### Logic cells by family, run 1

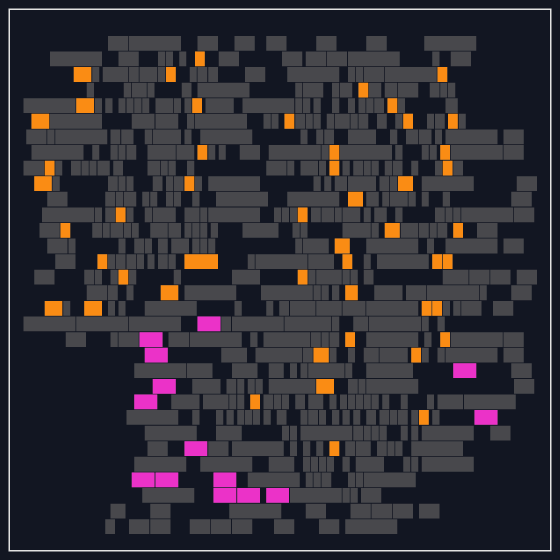
### Port wiring, run 1

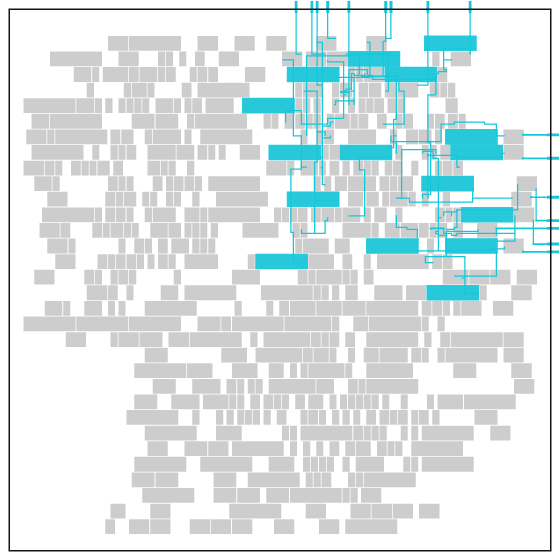
### Clock network drawn from the DEF, run 1

Scale bar: 20 um.
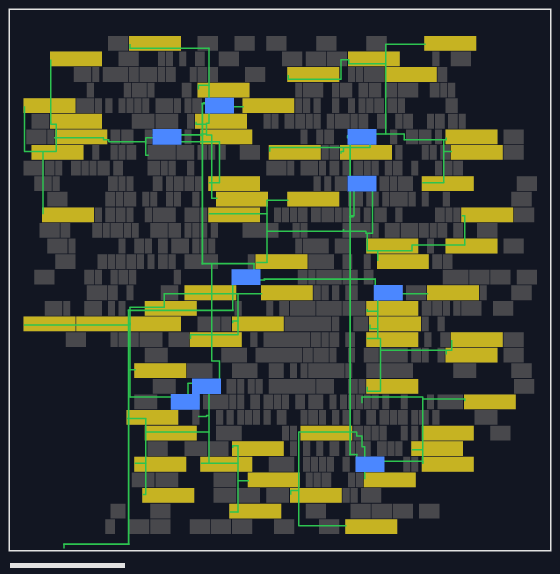
### Clock wiring as the flow saved it, run 1

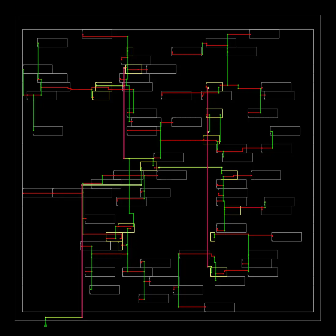
## src/rtl/vl_spec_adder.sv

```systemverilog
// vl_spec_adder: variable-latency wrapper around a windowed-carry speculative
// adder. The speculative sum is used when the detector sees no long propagate
// run fed by a real carry; otherwise one extra cycle produces the exact sum.
//
// state | meaning
// ------+-------------------------------------------------------------
// IDLE  | waiting for operands, in_ready=1
// CALC  | speculative sum and error detect on captured operands
// CORR  | speculation failed, load exact sum
// OUT   | result presented, held until out_ready
module vl_spec_adder #(
  parameter int WIDTH = 8,
  parameter int WIN   = 4,
  parameter int CNT_W = 16
) (
  input  logic             clk,
  input  logic             rst_n,
  input  logic             in_valid,
  output logic             in_ready,
  input  logic [WIDTH-1:0] A,
  input  logic [WIDTH-1:0] B,
  input  logic             Cin,
  output logic             out_valid,
  input  logic             out_ready,
  output logic [WIDTH-1:0] Sum,
  output logic             Cout,
  output logic             Spec_err,
  input  logic             clr_cnt,
  output logic [CNT_W-1:0] op_cnt,
  output logic [CNT_W-1:0] err_cnt
);

  typedef enum logic [1:0] {S_IDLE, S_CALC, S_CORR, S_OUT} state_t;

  state_t           r_state;
  state_t           w_state_nxt;
  logic [WIDTH-1:0] r_a;
  logic [WIDTH-1:0] r_b;
  logic             r_cin;
  logic [WIDTH-1:0] r_sum;
  logic             r_cout;
  logic             r_err;
  logic [CNT_W-1:0] r_op_cnt;
  logic [CNT_W-1:0] r_err_cnt;

  logic [WIDTH-1:0] w_p;
  logic [WIDTH-1:0] w_g;
  logic [WIDTH:0]   w_c_exact;
  logic [WIDTH:0]   w_c_spec;
  logic [WIDTH-1:0] w_sum_spec;
  logic [WIDTH-1:0] w_sum_exact;
  logic             w_err;
  logic             w_accept;
  logic             w_load_spec;
  logic             w_load_exact;
  logic             w_hs;

  // Carry generation: exact ripple, windowed speculative carries and the
  // detector that flags a full propagate window fed by a real carry.
  always_comb begin
    logic [WIDTH:0] v_cx;
    logic           v_c;
    w_p     = r_a ^ r_b;
    w_g     = r_a & r_b;
    v_cx    = '0;
    v_cx[0] = r_cin;
    for (int i = 0; i < WIDTH; i++) begin
      v_cx[i+1] = w_g[i] | (w_p[i] & v_cx[i]);
    end
    w_c_exact   = v_cx;
    w_c_spec    = '0;
    w_c_spec[0] = r_cin;
    for (int i = 1; i <= WIDTH; i++) begin
      // Low carries see the whole prefix; higher ones only WIN bits, cin=0.
      v_c = (i <= WIN) ? r_cin : 1'b0;
      for (int j = 0; j < WIDTH; j++) begin
        if (j < i && (i <= WIN || j >= i - WIN)) begin
          v_c = w_g[j] | (w_p[j] & v_c);
        end
      end
      w_c_spec[i] = v_c;
    end
    w_sum_spec  = w_p ^ w_c_spec[WIDTH-1:0];
    w_sum_exact = w_p ^ w_c_exact[WIDTH-1:0];
    w_err       = 1'b0;
    for (int k = 1; k <= WIDTH - WIN; k++) begin
      if ((&w_p[k +: WIN]) && w_c_exact[k]) begin
        w_err = 1'b1;
      end
    end
  end

  // State register.
  always_ff @(posedge clk or negedge rst_n) begin
    if (!rst_n) r_state <= S_IDLE;
    else        r_state <= w_state_nxt;
  end

  // Next-state, handshake and load-enable decode.
  always_comb begin
    w_state_nxt  = r_state;
    in_ready     = 1'b0;
    w_accept     = 1'b0;
    w_load_spec  = 1'b0;
    w_load_exact = 1'b0;
    case (r_state)
      S_IDLE: begin
        in_ready = 1'b1;
        if (in_valid) begin
          w_accept    = 1'b1;
          w_state_nxt = S_CALC;
        end
      end
      S_CALC: begin
        if (w_err) begin
          w_state_nxt = S_CORR;
        end else begin
          w_load_spec = 1'b1;
          w_state_nxt = S_OUT;
        end
      end
      S_CORR: begin
        w_load_exact = 1'b1;
        w_state_nxt  = S_OUT;
      end
      S_OUT: begin
        if (out_ready) begin
          in_ready = 1'b1;
          if (in_valid) begin
            w_accept    = 1'b1;
            w_state_nxt = S_CALC;
          end else begin
            w_state_nxt = S_IDLE;
          end
        end
      end
      default: w_state_nxt = S_IDLE;
    endcase
  end

  // Operand capture at accept; later input changes are ignored.
  always_ff @(posedge clk or negedge rst_n) begin
    if (!rst_n) begin
      r_a   <= '0;
      r_b   <= '0;
      r_cin <= 1'b0;
    end else if (w_accept) begin
      r_a   <= A;
      r_b   <= B;
      r_cin <= Cin;
    end
  end

  // Result registers, loaded from CALC (speculative) or CORR (exact).
  always_ff @(posedge clk or negedge rst_n) begin
    if (!rst_n) begin
      r_sum  <= '0;
      r_cout <= 1'b0;
      r_err  <= 1'b0;
    end else if (w_load_spec) begin
      r_sum  <= w_sum_spec;
      r_cout <= w_c_spec[WIDTH];
      r_err  <= 1'b0;
    end else if (w_load_exact) begin
      r_sum  <= w_sum_exact;
      r_cout <= w_c_exact[WIDTH];
      r_err  <= 1'b1;
    end
  end

  assign w_hs = out_valid & out_ready;

  // Saturating statistics; clear wins over a same-edge increment.
  always_ff @(posedge clk or negedge rst_n) begin
    if (!rst_n) begin
      r_op_cnt  <= '0;
      r_err_cnt <= '0;
    end else if (clr_cnt) begin
      r_op_cnt  <= '0;
      r_err_cnt <= '0;
    end else if (w_hs) begin
      if (r_op_cnt != '1) r_op_cnt <= r_op_cnt + 1'b1;
      if (r_err && (r_err_cnt != '1)) r_err_cnt <= r_err_cnt + 1'b1;
    end
  end

  assign out_valid = (r_state == S_OUT);
  assign Sum       = r_sum;
  assign Cout      = r_cout;
  assign Spec_err  = r_err;
  assign op_cnt    = r_op_cnt;
  assign err_cnt   = r_err_cnt;

endmodule
```

## config.mk

```make
export PLATFORM = sky130hd
export DESIGN_NAME = vl_spec_adder
export DESIGN_NICKNAME = d
export VERILOG_FILES = /design/src/rtl/vl_spec_adder.sv
export SDC_FILE = /design/constraint.sdc
export NUM_CORES = 1
export LEC_CHECK = 0
export ABC_AREA = 1
export ABC_CLOCK_PERIOD_IN_PS = 3000
export CORE_MARGIN = 2
export CORE_UTILIZATION = 45
export DETAILED_ROUTE_END_ITERATION = 7
export GPL_ROUTABILITY_DRIVEN = 0
export HOLD_SLACK_MARGIN = 0.15
export PLACE_DENSITY = 0.73
export SYNTH_ARGS = -nofsm -noshare
export SYNTH_HDL_FRONTEND = slang
export SYNTH_SLANG_ARGS = --single-unit
```

## constraint.sdc

```tcl
create_clock -name clk -period 3 [get_ports clk]
set_input_delay 0.3 -clock clk [delete_from_list [all_inputs] [get_ports clk]]
set_output_delay 0.3 -clock clk [all_outputs]
set_load 0.03 [all_outputs]
```

==> impl_metrics.py, run 1 <==
# Physical implementation metrics
metrics = {
    "run_status": {
        "status": "finished clean",
    },
    "finish": {
        "design_area_um2": 4630,
        "final_cell_mix": "nand2_1, clkdlybuf4s50_1, dfrtp_1, inv_1, nand3_1",
        "nNonClkBuffers": 70,
        "layout_top_cell": "nand2_1",
        "final_util_pct": 59.3,
        "fillers": 706,
        "regArea_um2": 1530,
    },
    "sta": {
        "period_minus_slack_ns": 3.00,
        "final.setup_skew_ns": 0.0102,
        "hold_viol_final": 0,
        "post-route-worst-setup-slack_ns": 0.00437,
        "drv_slew": 0,
        "finalClockPeriodUsage_pct": 99.9,
    },
    "logic_synthesis": {
        "xor_area_share_pct": 2.15,
        "synthAoiAreaFrac_pct": 8.10,
        "topCombFamilyByArea": "simple AND/OR/NAND/NOR gates",
        "fp_nets": 496,
        "mux_area_share_pct": 4.30,
        "yosys_cells": 455,
        "synthAdderAreaFrac_pct": 7.52,
        "ys_seq_elements": 61,
        "ys_chip_area_um2": 3660,
        "avgSynthCellArea_um2": 8.05,
    },
    "grt": {
        "track_usage_pct": 20.1,
        "met1_usage_pct": 27.2,
        "grt-busiest-layer": "met2",
        "grt_max_degree": 62,
        "grt_use_met3_pct": 4.17,
    },
    "pwr": {
        "p_comb_uw": 2120,
        "sequentialPowerShare_pct": 30.6,
        "power-per-cell-area_nw_per_um2": 869,
        "p_clk_uw": 673,
    },
    "routing": {
        "dr_total_vias": 3272,
        "top_layer": "met4",
        "drt-total-wl_mm": 8.50,
    },
    "clock_network": {
        "ctsResizeCount": 4,
        "cts_tree": "yes",
        "clock-root-buffer": "clkbuf_8",
        "clkSinkCount": 61,
    },
    "floorplanning": {
        "rows": 32,
        "pin_count": 66,
        "coreArea_um2": 7810,
    },
    "placement": {
        "io_buffers": 65,
        "post-dp-hpwl_mm": 6.15,
    },
    "critical_path": {
        "cp-start-kind": "register",
    },
    "hold_path": {
        "hp-class": "primary input to async pin",
    },
    "job": {
        "log.warning_count": 31,
    },
}
Back to the opening pictures, 'Logic cells by family':
- magenta: multiplexers (cells 14; most used mux2_2)
- orange: inverting AOI/OAI gates (cells 49)

Back to the opening pictures, 'Port wiring':
- cyan: err_cnt (bits 16; direction output; edge 9 north, 7 east; end cells 16; buffers 16; wire 687 um)

Back to the opening pictures, 'Clock network drawn from the DEF':
- yellow: flip-flops (count 61)
- green: clock wires (length 861 um)
- blue: clock drivers (count 9)
- flops lie: all over the die

Back to the opening pictures, 'Clock wiring as the flow saved it':
clk_buf instances: 14
clk_lat worst skew: 0.34 ns
flop count: 61

-- run 1: synth_stat cells, drive strengths merged --
| master | n | area, um^2 |
|---|---|---|
| a211oi | 1 | 7.51 |
| a21boi | 1 | 7.51 |
| a21oi | 14 | 70.1 |
| and3 | 1 | 7.51 |
| buf | 7 | 56.3 |
| bufinv | 1 | 17.5 |
| clkbuf | 2 | 7.51 |
| dfrtp | 61 | 1530 |
| fa | 5 | 100 |
| ha | 14 | 175 |
| inv | 56 | 210 |
| mux2 | 14 | 158 |
| nand2 | 126 | 490 |
| nand3 | 47 | 240 |
| nand3b | 1 | 7.51 |
| nand4 | 9 | 56.3 |
| nor2 | 43 | 181 |
| nor3 | 8 | 40.0 |
| nor4 | 1 | 6.26 |
| o21ai | 29 | 183 |
| o22ai | 1 | 6.26 |
| o31ai | 3 | 22.5 |
| or2 | 1 | 6.26 |
| xnor2 | 2 | 17.5 |
| xor2 | 7 | 61.3 |
-- run 1: final timing paths --
kind	start	end	slack (ns)	cells past startpoint
worst max-delay path	r_b[0]$_DFFE_PN0P_	Sum[7]$_DFFE_PN0P_	0.004	15
worst min-delay path	rst_n	r_b[3]$_DFFE_PN0P_	0.12	2
worst max register to register	r_b[0]$_DFFE_PN0P_	Sum[7]$_DFFE_PN0P_	0.004	15
worst min register to register	Sum[3]$_DFFE_PN0P_	Sum[3]$_DFFE_PN0P_	0.47	2
max in group asynchronous	rst_n	Spec_err$_DFFE_PN0P_	2.37	2
min in group clk	Sum[3]$_DFFE_PN0P_	Sum[3]$_DFFE_PN0P_	0.47	2
-- run 1: cells by family (layout without fill, tap and decap cells) --
group	Yosys count	count (layout)
buf+inv	66	143
simple gates	237	237
flops	61	61
compound gates	49	49
mux	14	14
fa+ha+maj	19	19
xor+xnor	9	9
## Run 2: what changed since run 1
- MAX_ROUTING_LAYER: default -> met4
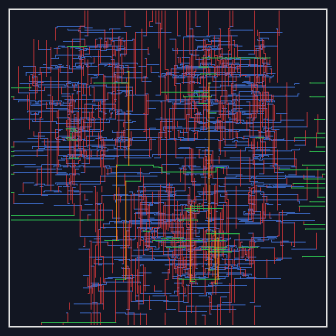
*Wiring by layer, run 2*
- red: metal 2 (wire length 3990 um)
- green: metal 3 (wire length 426 um)
- blue: metal 1 (wire length 3960 um)
- orange: metal 4 (wire length 186 um)

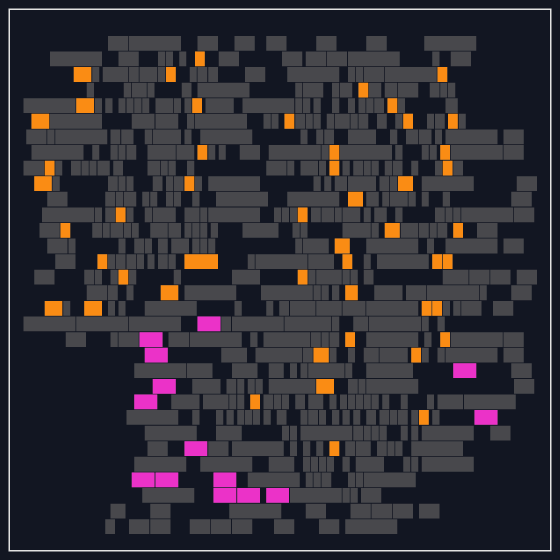
*Logic cells by family, run 2*
- magenta: multiplexers (cells 14; most used mux2_2)
- orange: inverting AOI/OAI gates (cells 49)

==> run 2 against run 1 <==
Effect of this change: clock power about the same; sequential share of layout area stayed put; combinational power is essentially flat; total power increased by 0.29%; critical path depth unchanged; design area unchanged; via count about the same; critical endpoint unchanged; register-to-register slack about the same; core utilization did not move.
==> impl_metrics.py, run 2 <==
# Physical implementation metrics
metrics = {
    "finish": {
        "layout_top_cell": "nand2_1",
        "final_util_pct": 59.3,
        "fillers": 706,
        "final_cell_mix": "nand2_1, clkdlybuf4s50_1, dfrtp_1, inv_1, nand3_1",
    },
    "run_status": {
        "status": "finished clean",
    },
    "grt": {
        "grt_max_degree": 62,
        "grt-busiest-layer": "met2",
        "track_usage_pct": 20.7,
        "grt_use_met3_pct": 4.98,
        "gr-usage-met2_pct": 31.7,
    },
    "logic_synthesis": {
        "common_cells": "nand2_1, dfrtp_1, inv_1",
        "postSynth.asyncResetShare_pct": 100,
        "area_leaders": "dfrtp_1, nand2_1, nand3_1, inv_1, ha_1",
        "ys_seq_elements": 61,
        "synth.most_common_cell": "nand2_1",
        "flop_cell": "dfrtp_1",
        "avgSynthCellArea_um2": 8.05,
        "edf_count": 0,
        "yosys_cells": 455,
        "synth_top_area_share_pct": 41.7,
        "ys_chip_area_um2": 3660,
    },
    "routing": {
        "drt-total-wl_mm": 8.56,
        "top_layer": "met4",
        "dr_total_vias": 3269,
    },
    "critical_path": {
        "timing.rr.start": "r_b[0]$_DFFE_PN0P_",
        "critPathLaunch": "r_b[0]$_DFFE_PN0P_",
        "cp-start-kind": "register",
        "reg2reg_depth": 15,
        "worstSetupEndpoint": "Sum[7]$_DFFE_PN0P_",
        "r2r-end": "Sum[7]$_DFFE_PN0P_",
    },
    "sta": {
        "period_minus_slack_ns": 3.00,
        "post-route-worst-setup-slack_ns": 0.00496,
        "final.setup_skew_ns": 0.00996,
        "fmax_ghz": 0.334,
        "hold_viol_final": 0,
        "finalClockPeriodUsage_pct": 99.8,
    },
    "pwr": {
        "p_seq_uw": 1230,
        "power-per-cell-area_nw_per_um2": 872,
        "sequentialPowerShare_pct": 30.4,
        "p_clk_uw": 675,
        "p_comb_uw": 2130,
    },
    "clock_network": {
        "htreeDepth": 3,
        "cts_tree": "yes",
        "clock-root-buffer": "clkbuf_8",
        "clkSinkCount": 61,
    },
    "floorplanning": {
        "coreArea_um2": 7810,
        "rows": 32,
        "pin_count": 66,
    },
    "placement": {
        "post-dp-hpwl_mm": 6.15,
        "io_buffers": 65,
    },
    "hold_path": {
        "hp-class": "primary input to async pin",
    },
}
## run 2: cell counts in the layout (fill, tap and decap cells not counted)
Identical to the previous run, type by type.
## run 2: final cells by class
cell class / count / area [um^2] / area share (%)
repair inverters: 1 / 7.51 / 0.162
flip-flops and latches: 61 / 1530 / 33.0
repair buffers: 70 / 683 / 14.8
clock buffers: 14 / 173 / 3.73
multi-input cells: 328 / 1870 / 40.5
well taps: 102 / 128 / 2.76
inverters: 57 / 231 / 5.00
clock inverters: 1 / 5.00 / 0.108
## run 2: stage by stage
step	cell area, um^2	TNS [ns]
finish	4630	0
global route	4630	-0.177
CTS	4580	0
detailed placement	4390	-0.391
global placement	4390	-0.0205
floorplan	3660	0
## run 2: repair_timing
action	in CTS	in global routing
setup buffers	0	2
gates resized	4	11
pin swaps	0	10
setup endpoints to repair	3	3
cloned	0	1
endpoints found under the hold margin	0	0
## run 2: cells by family (layout without fill, tap and decap cells)
| group | Yosys count | in the layout | share of synthesized area [%] |
|---|---|---|---|
| and+or+nand+nor | 237 | 237 | 28.3 |
| buffers and inverters | 66 | 143 | 7.96 |
| DFF | 61 | 61 | 41.7 |
| AOI/OAI and AO/OA | 49 | 49 | 8.10 |
| adders and majority gates | 19 | 19 | 7.52 |
| muxes | 14 | 14 | 4.30 |
| xor gates and xnor gates | 9 | 9 | 2.15 |
## run 2: worst max-delay path: stages (launching register included)
cell and delay, ns:
dfrtp_1 0.38, inv_2 0.08, fa_2 0.20, inv_2 0.05
fa_2 0.38, fa_2 0.39, fa_2 0.40, fa_2 0.40
inv_2 0.08, o21ai_2 0.06, a21oi_1 0.15, nand2_1 0.11
nand2_1 0.07, nand2_1 0.05, nand3_1 0.06, nand2_1 0.05
Power and IR drop assume default switching activity.
